<file path="src/rtl/reg_write_sequencer.sv">
// rtl/reg_write_sequencer.sv - queued register-write master with strobe spacing and timed waits
module reg_write_sequencer #(
  parameter int DEPTH = 4,
  parameter int GAP   = 2,
  parameter int TICK  = 256
) (
  input  logic                     clk,
  input  logic                     rst_n,
  input  logic                     cmd_valid,
  output logic                     cmd_ready,
  input  logic [2:0]               cmd_addr,
  input  logic [4:0]               cmd_data,
  output logic                     write_strobe,
  output logic [2:0]               address,
  output logic [4:0]               data,
  output logic                     busy,
  output logic [$clog2(DEPTH):0]   fifo_level
);

  localparam int AW = $clog2(DEPTH);
  localparam int LW = AW + 1;
  localparam int TW = $clog2(TICK);
  localparam int WW = 5 + TW;
  localparam int GW = $clog2(GAP + 1);
  localparam int CW = (WW > GW) ? WW : GW;

  localparam logic [1:0] ST_IDLE = 2'd0;
  localparam logic [1:0] ST_GAP  = 2'd1;
  localparam logic [1:0] ST_WAIT = 2'd2;

  logic [7:0]    mem [DEPTH];
  logic [AW-1:0] wrPtr;
  logic [AW-1:0] rdPtr;
  logic [1:0]    state;
  logic [CW-1:0] count;
  logic          push;
  logic          pop;
  logic [2:0]    headAddr;
  logic [4:0]    headData;

  assign cmd_ready = (fifo_level != LW'(DEPTH));
  assign push      = cmd_valid && cmd_ready;
  // Pops only from IDLE, so an entry pushed this cycle is never bypassed.
  assign pop       = (state == ST_IDLE) && (fifo_level != '0);
  assign headAddr  = mem[rdPtr][7:5];
  assign headData  = mem[rdPtr][4:0];
  assign busy      = (state != ST_IDLE) || (fifo_level != '0);

  always_ff @(posedge clk) begin
    if (push) begin
      mem[wrPtr] <= {cmd_addr, cmd_data};
    end
  end

  always_ff @(posedge clk or negedge rst_n) begin
    if (!rst_n) begin
      wrPtr      <= '0;
      rdPtr      <= '0;
      fifo_level <= '0;
    end else begin
      if (push) begin
        wrPtr <= wrPtr + AW'(1);
      end
      if (pop) begin
        rdPtr <= rdPtr + AW'(1);
      end
      case ({push, pop})
        2'b10:   fifo_level <= fifo_level + LW'(1);
        2'b01:   fifo_level <= fifo_level - LW'(1);
        default: fifo_level <= fifo_level;
      endcase
    end
  end

  always_ff @(posedge clk or negedge rst_n) begin
    if (!rst_n) begin
      state        <= ST_IDLE;
      count        <= '0;
      write_strobe <= 1'b0;
      address      <= '0;
      data         <= '0;
    end else begin
      write_strobe <= 1'b0;
      case (state)
        ST_IDLE: begin
          if (pop) begin
            if (headAddr != 3'd7) begin
              write_strobe <= 1'b1;
              address      <= headAddr;
              data         <= headData;
              if (GAP > 0) begin
                state <= ST_GAP;
                count <= CW'(GAP);
              end
            end else if (headData != 5'd0) begin
              // Wait length is n*TICK; TICK is a power of two so this is a shift.
              state <= ST_WAIT;
              count <= CW'(headData) << TW;
            end
          end
        end
        ST_GAP, ST_WAIT: begin
          if (count == CW'(1)) begin
            state <= ST_IDLE;
          end
          count <= count - CW'(1);
        end
        default: begin
          state <= ST_IDLE;
          count <= '0;
        end
      endcase
    end
  end

endmodule

</file>
<file path="config.mk">
export PLATFORM = sky130hd
export DESIGN_NAME = reg_write_sequencer
export DESIGN_NICKNAME = d
export VERILOG_FILES = /design/src/rtl/reg_write_sequencer.sv
export SDC_FILE = /design/constraint.sdc
export NUM_CORES = 1
export LEC_CHECK = 0
export CAP_MARGIN = 10
export CORE_MARGIN = 4
export CORE_UTILIZATION = 30
export DETAILED_ROUTE_END_ITERATION = 12
export HOLD_SLACK_MARGIN = 0.1
export PLACE_DENSITY = 0.46
export SYNTH_ARGS = -nofsm -noshare
export SYNTH_HDL_FRONTEND = slang
export SYNTH_SLANG_ARGS = --single-unit
</file>
<file path="constraint.sdc">
create_clock -name clk -period 2.25 [get_ports clk]
set_input_delay 0.3375 -clock clk [delete_from_list [all_inputs] [get_ports clk]]
set_output_delay 0.3375 -clock clk [all_outputs]
set_load 0.05 [all_outputs]
</file>
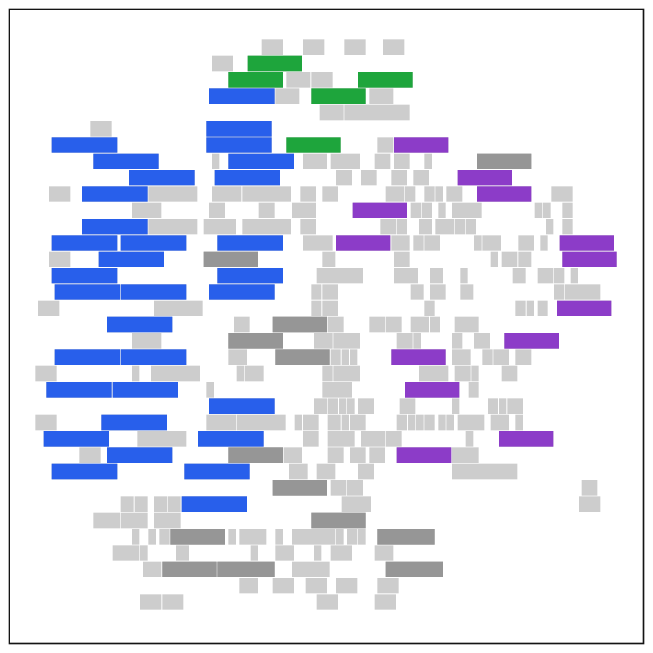
*Register map, names as in the netlist*
Scale: 6 px per um. Other sequential cells in the stronger gray, the rest of the logic in the fainter gray.
legend:
  count:
    color: purple
    flops: 13
  mem:
    color: blue
    flops: 32
  data:
    color: green
    flops: 5
    where: top center
not colored: 13
area occupied by registers: 1740 sq um
sequential power: 1.82 mW

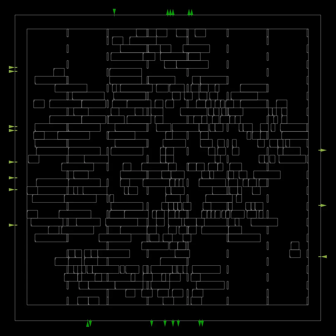
*Placed standard cells*
count of fill cells added during filler insertion: 906
Seq area share: 46.8%
area of the core: 9240 sq um
non-filler instance count after layout: 407
utilization of the core after routing: 40.2%

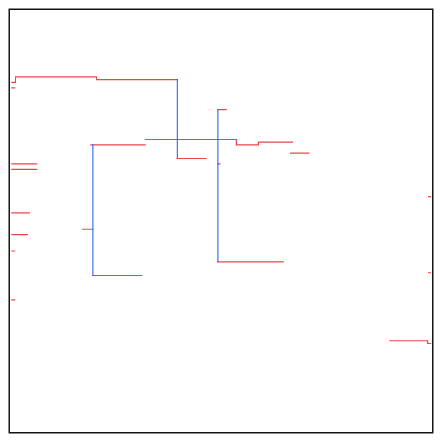
*Routed metal, one color a layer*
Scale: 4 px per um. Only two layers are drawn.
legend:
  met3:
    color: red
    wire_length: 175 um
  met4:
    color: blue
    wire_length: 90.4 um
wire per inst: 13.9 um
global-route usage over all layers: 11.1%
total via count after detailed routing: 1825
total wirelength of the detailed-routed design: 5670 um

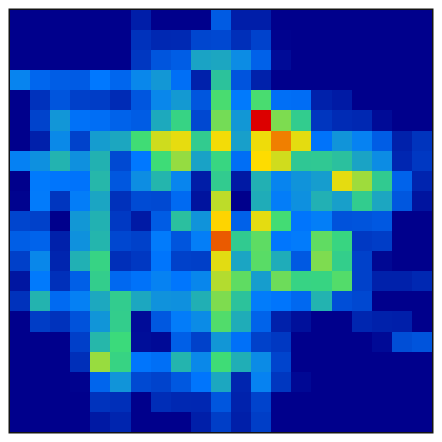
*Wire density map*
Scale: 4 px per um. The die is cut into 21 by 21 equal tiles; dark blue is low, red is high, scaled to the fullest tile. Values are wire area over tile area, all layers added.
emptiest ninth of the die: lower right
mean over tiles: 0.078
tiles over half the peak: 8.2%
fullest tile: 0.41
densest ninth of the die: center

[cell type report]
cell class / count / area [sq um]
fill: 906 / 5520
sequential: 63 / 1740
multi-input combinational: 127 / 1050
timing repair buffer: 57 / 502
tap: 129 / 161
clock buffer: 9 / 124
clock inverter: 7 / 87.6
inverter: 15 / 56.3
[cells by family after synthesis]
family / share of synthesized area, %
and+or+nand+nor: 9.57
adders and majority gates: 4.65
xor gates and xnor gates: 2.46
buffers and inverters: 3.73
AOI/OAI and AO/OA: 10.4
DFF: 60.9
muxes: 8.30
[critical path: stages (launching register included)]
cell                      delay [ns]
sky130_fd_sc_hd__dfrtp_1        0.35
sky130_fd_sc_hd__buf_4          0.14
sky130_fd_sc_hd__buf_8          0.13
sky130_fd_sc_hd__mux4_2         0.56
sky130_fd_sc_hd__nand4_1        0.19
sky130_fd_sc_hd__o31ai_4        0.10
sky130_fd_sc_hd__buf_6          0.14
sky130_fd_sc_hd__or3_1          0.35
sky130_fd_sc_hd__o41ai_2        0.20
[sequential cells by signal, summed over array words and instances (netlist names)]
name          flops
fifo_level        3
state             2
data              5
count            13
rdPtr             2
write_strobe      1
wrPtr             2
mem              32
address           3
[report_power, final]
part | switching (mW) | internal, mW | total, mW
Sequential | 0.223 | 1.60 | 1.82
Combinational | 1.69 | 1.46 | 3.15
Clock | 0.437 | 0.614 | 1.05
Total | 2.35 | 3.67 | 6.02
[repair_timing]
action,4_1_cts,5_1_grt
buffers inserted,10,1
cloned,0,1
gates resized,7,4
setup endpoints to repair,18,22
pin swaps,2,0
[metrics by stage]
step | util [%] | area, sq um | setup TNS [ns]
finish | 40.2 | 3720 | -0.112
global route | 40.2 | 3720 | -2.14
CTS | 39.9 | 3680 | -0.334
detailed placement | 36.5 | 3370 | -1.02
global placement | 36.5 | 3370 | -0.276
floorplan | - | 2870 | 0
==> ds_physical_params.txt <==
Physical implementation characteristics

Parameter                              Value

Run status
  Run status .................. finished with violations
  Violated checks .................. setup timing

Floorplanning
  Y dimension of the die .................. 105 um
  Die width .................. 105 um
  Total I/O pin count .................. 25
  Total die area .................. 11100 sq um
  Starting density of the core .................. 30.8%
  Number of placement rows .................. 35

Global route
  Grt peak-use layer .................. met2
  GRT overflow .................. 0
  Largest net degree at the start of global routing .................. 32
  Global routing usage on met2 .................. 18.3%
  Number of antenna violations at the first check in global routing .................. 0
  Via count of the first global-routing pass .................. 1972
  Global routing usage on met1 .................. 13.7%
  Met3 Resource Use GR .................. 3.55%
  First-pass GRT wire length .................. 9620 um

CTS
  Total CTS buffers .................. 9
  Hold-fix buffers, CTS .................. 0
  Clk root buf .................. sky130_fd_sc_hd__clkbuf_8
  Clock tree sinks .................. 63
  Reg clk slew, reported paths .................. 0.07 ns
  TritonCTS clock tree .................. yes
  Clk Latency, worst-skew pair .................. 0.34 ns
  Longest Clk Path Bufs .................. 2
  Total number of H-tree levels .................. 3

Yosys
  Yosys Instances .................. 212
  Area leader, netlist .................. sky130_fd_sc_hd__edfxtp_1
  Netlist area before placement .................. 2850 sq um
  Area figure in the yosys stat output .................. 2850 sq um
  Number of synthesis warnings .................. 0
  Netlist cell types .................. 42
  Flip-flops with a built-in enable .................. 32
  Most frequently used flop master after synthesis .................. sky130_fd_sc_hd__edfxtp_1
  Most frequent cells after synthesis .................. 32 x sky130_fd_sc_hd__edfxtp_1, 31 x sky130_fd_sc_hd__dfrtp_1, 15 x sky130_fd_sc_hd__inv_1
  Post-Synthesis Cells .................. 212
  Most repeated cell in the gate-level netlist after synthesis .................. sky130_fd_sc_hd__edfxtp_1
  Fraction of synthesis flops using an asynchronous set or reset pin .................. 49.2%
  Seq/Total Area, Yosys .................. 60.9%
  Fraction of post-synthesis cell area in the top cell type by area .................. 33.7%
  Registers, synthesis .................. 63
  Number of nets at floorplan .................. 233
  Post-Syn Area per Cell .................. 13.4 sq um
  Top cells, area .................. sky130_fd_sc_hd__edfxtp_1 34%, sky130_fd_sc_hd__dfrtp_1 27%, sky130_fd_sc_hd__mux4_2 6.3%

Cells and area
  Post-layout net count .................. 294
  Post-synthesis to final-layout area growth .................. 30.4%
  Antenna Diode Count .................. 0
  Top cells excl fill/tap .................. 32 x sky130_fd_sc_hd__edfxtp_1, 29 x sky130_fd_sc_hd__buf_4, 28 x sky130_fd_sc_hd__dfrtp_1, 23 x sky130_fd_sc_hd__clkdlybuf4s50_1, 15 x sky130_fd_sc_hd__inv_1
  Share of layout cells above drive strength 1 .................. 25.5%
  Top logic cell by instance count in the layout .................. sky130_fd_sc_hd__edfxtp_1

Critical path
  R2r setup slk .................. -0.02 ns
  Biggest fanout along the worst timing path .................. 7
  Launching element type of the critical path .................. register
  R2r worst-path depth .................. 8
  Category of the worst setup path capture point .................. register
  Path type of the worst setup path .................. register to register
  Startpoint of the lowest-slack register-to-register path .................. rdPtr[0]$_DFFE_PN0P_
  Worst Path Required .................. 2.49 ns
  Critical Path Start .................. rdPtr[0]$_DFFE_PN0P_
  Critical path capture point .................. count[6]$_DFFE_PN0P_
  Critical Path AT .................. 2.51 ns
  Endpoint of the lowest-slack register-to-register path .................. count[6]$_DFFE_PN0P_

Flow run
  Max-cap violations .................. 0
  Total tool warning count .................. 33

Placed design
  RePlAce Congestion .................. 0.718
  HPWL after DPL .................. 4050 um
  Setup WS pre-CTS .................. -0.122 ns
  Port-buffer cells .................. 24
  Cell total after placement .................. 379

Final timing
  Relative slew margins .................. 65.8%
  Shortest period the worst path allows .................. 2.27 ns
  Number of max-slew violations in the final report .................. 0
  Clk_skew .................. 0.00734 ns
  Final hold vios .................. 0
  Smallest setup slack after layout .................. -0.0194 ns
  Slew at the pin closest to its max-slew limit .................. 0.511 ns
  Achievable Freq .................. 441 MHz
  Post-Route Hold Slack .................. 0.402 ns
  Setup repair after global routing missed its margin .................. true
  Number of failing setup endpoints in the final timing report .................. 9
  Share of the clock period used by the worst path .................. 101%

Detailed routing
  Via-per-instance ratio .................. 4.48
  Wire length on met3 .................. 175 um
  Wire length on met2 .................. 2780 um
  Detailed-route wire length on metal 1 .................. 2620 um
  Antenna violation net count after detailed routing .................. 0
  DRC viols .................. 0
  First-pass DRT Iterations .................. 4
  Highest routing layer actually used .................. met4
  Drt first-iter violations .................. 52

Min path
  Path class of the lowest-slack min-delay path .................. primary input to async pin

Power
  Pwr Total .................. 6.02 mW
  Power per standard cell area .................. 1620 nW/um^2
  Highest ir drop seen on vdd .................. 0.485 mV
  Reported leakage power .................. 1.47 nW
No activity file was given, so power comes from the tool's default toggle rates.
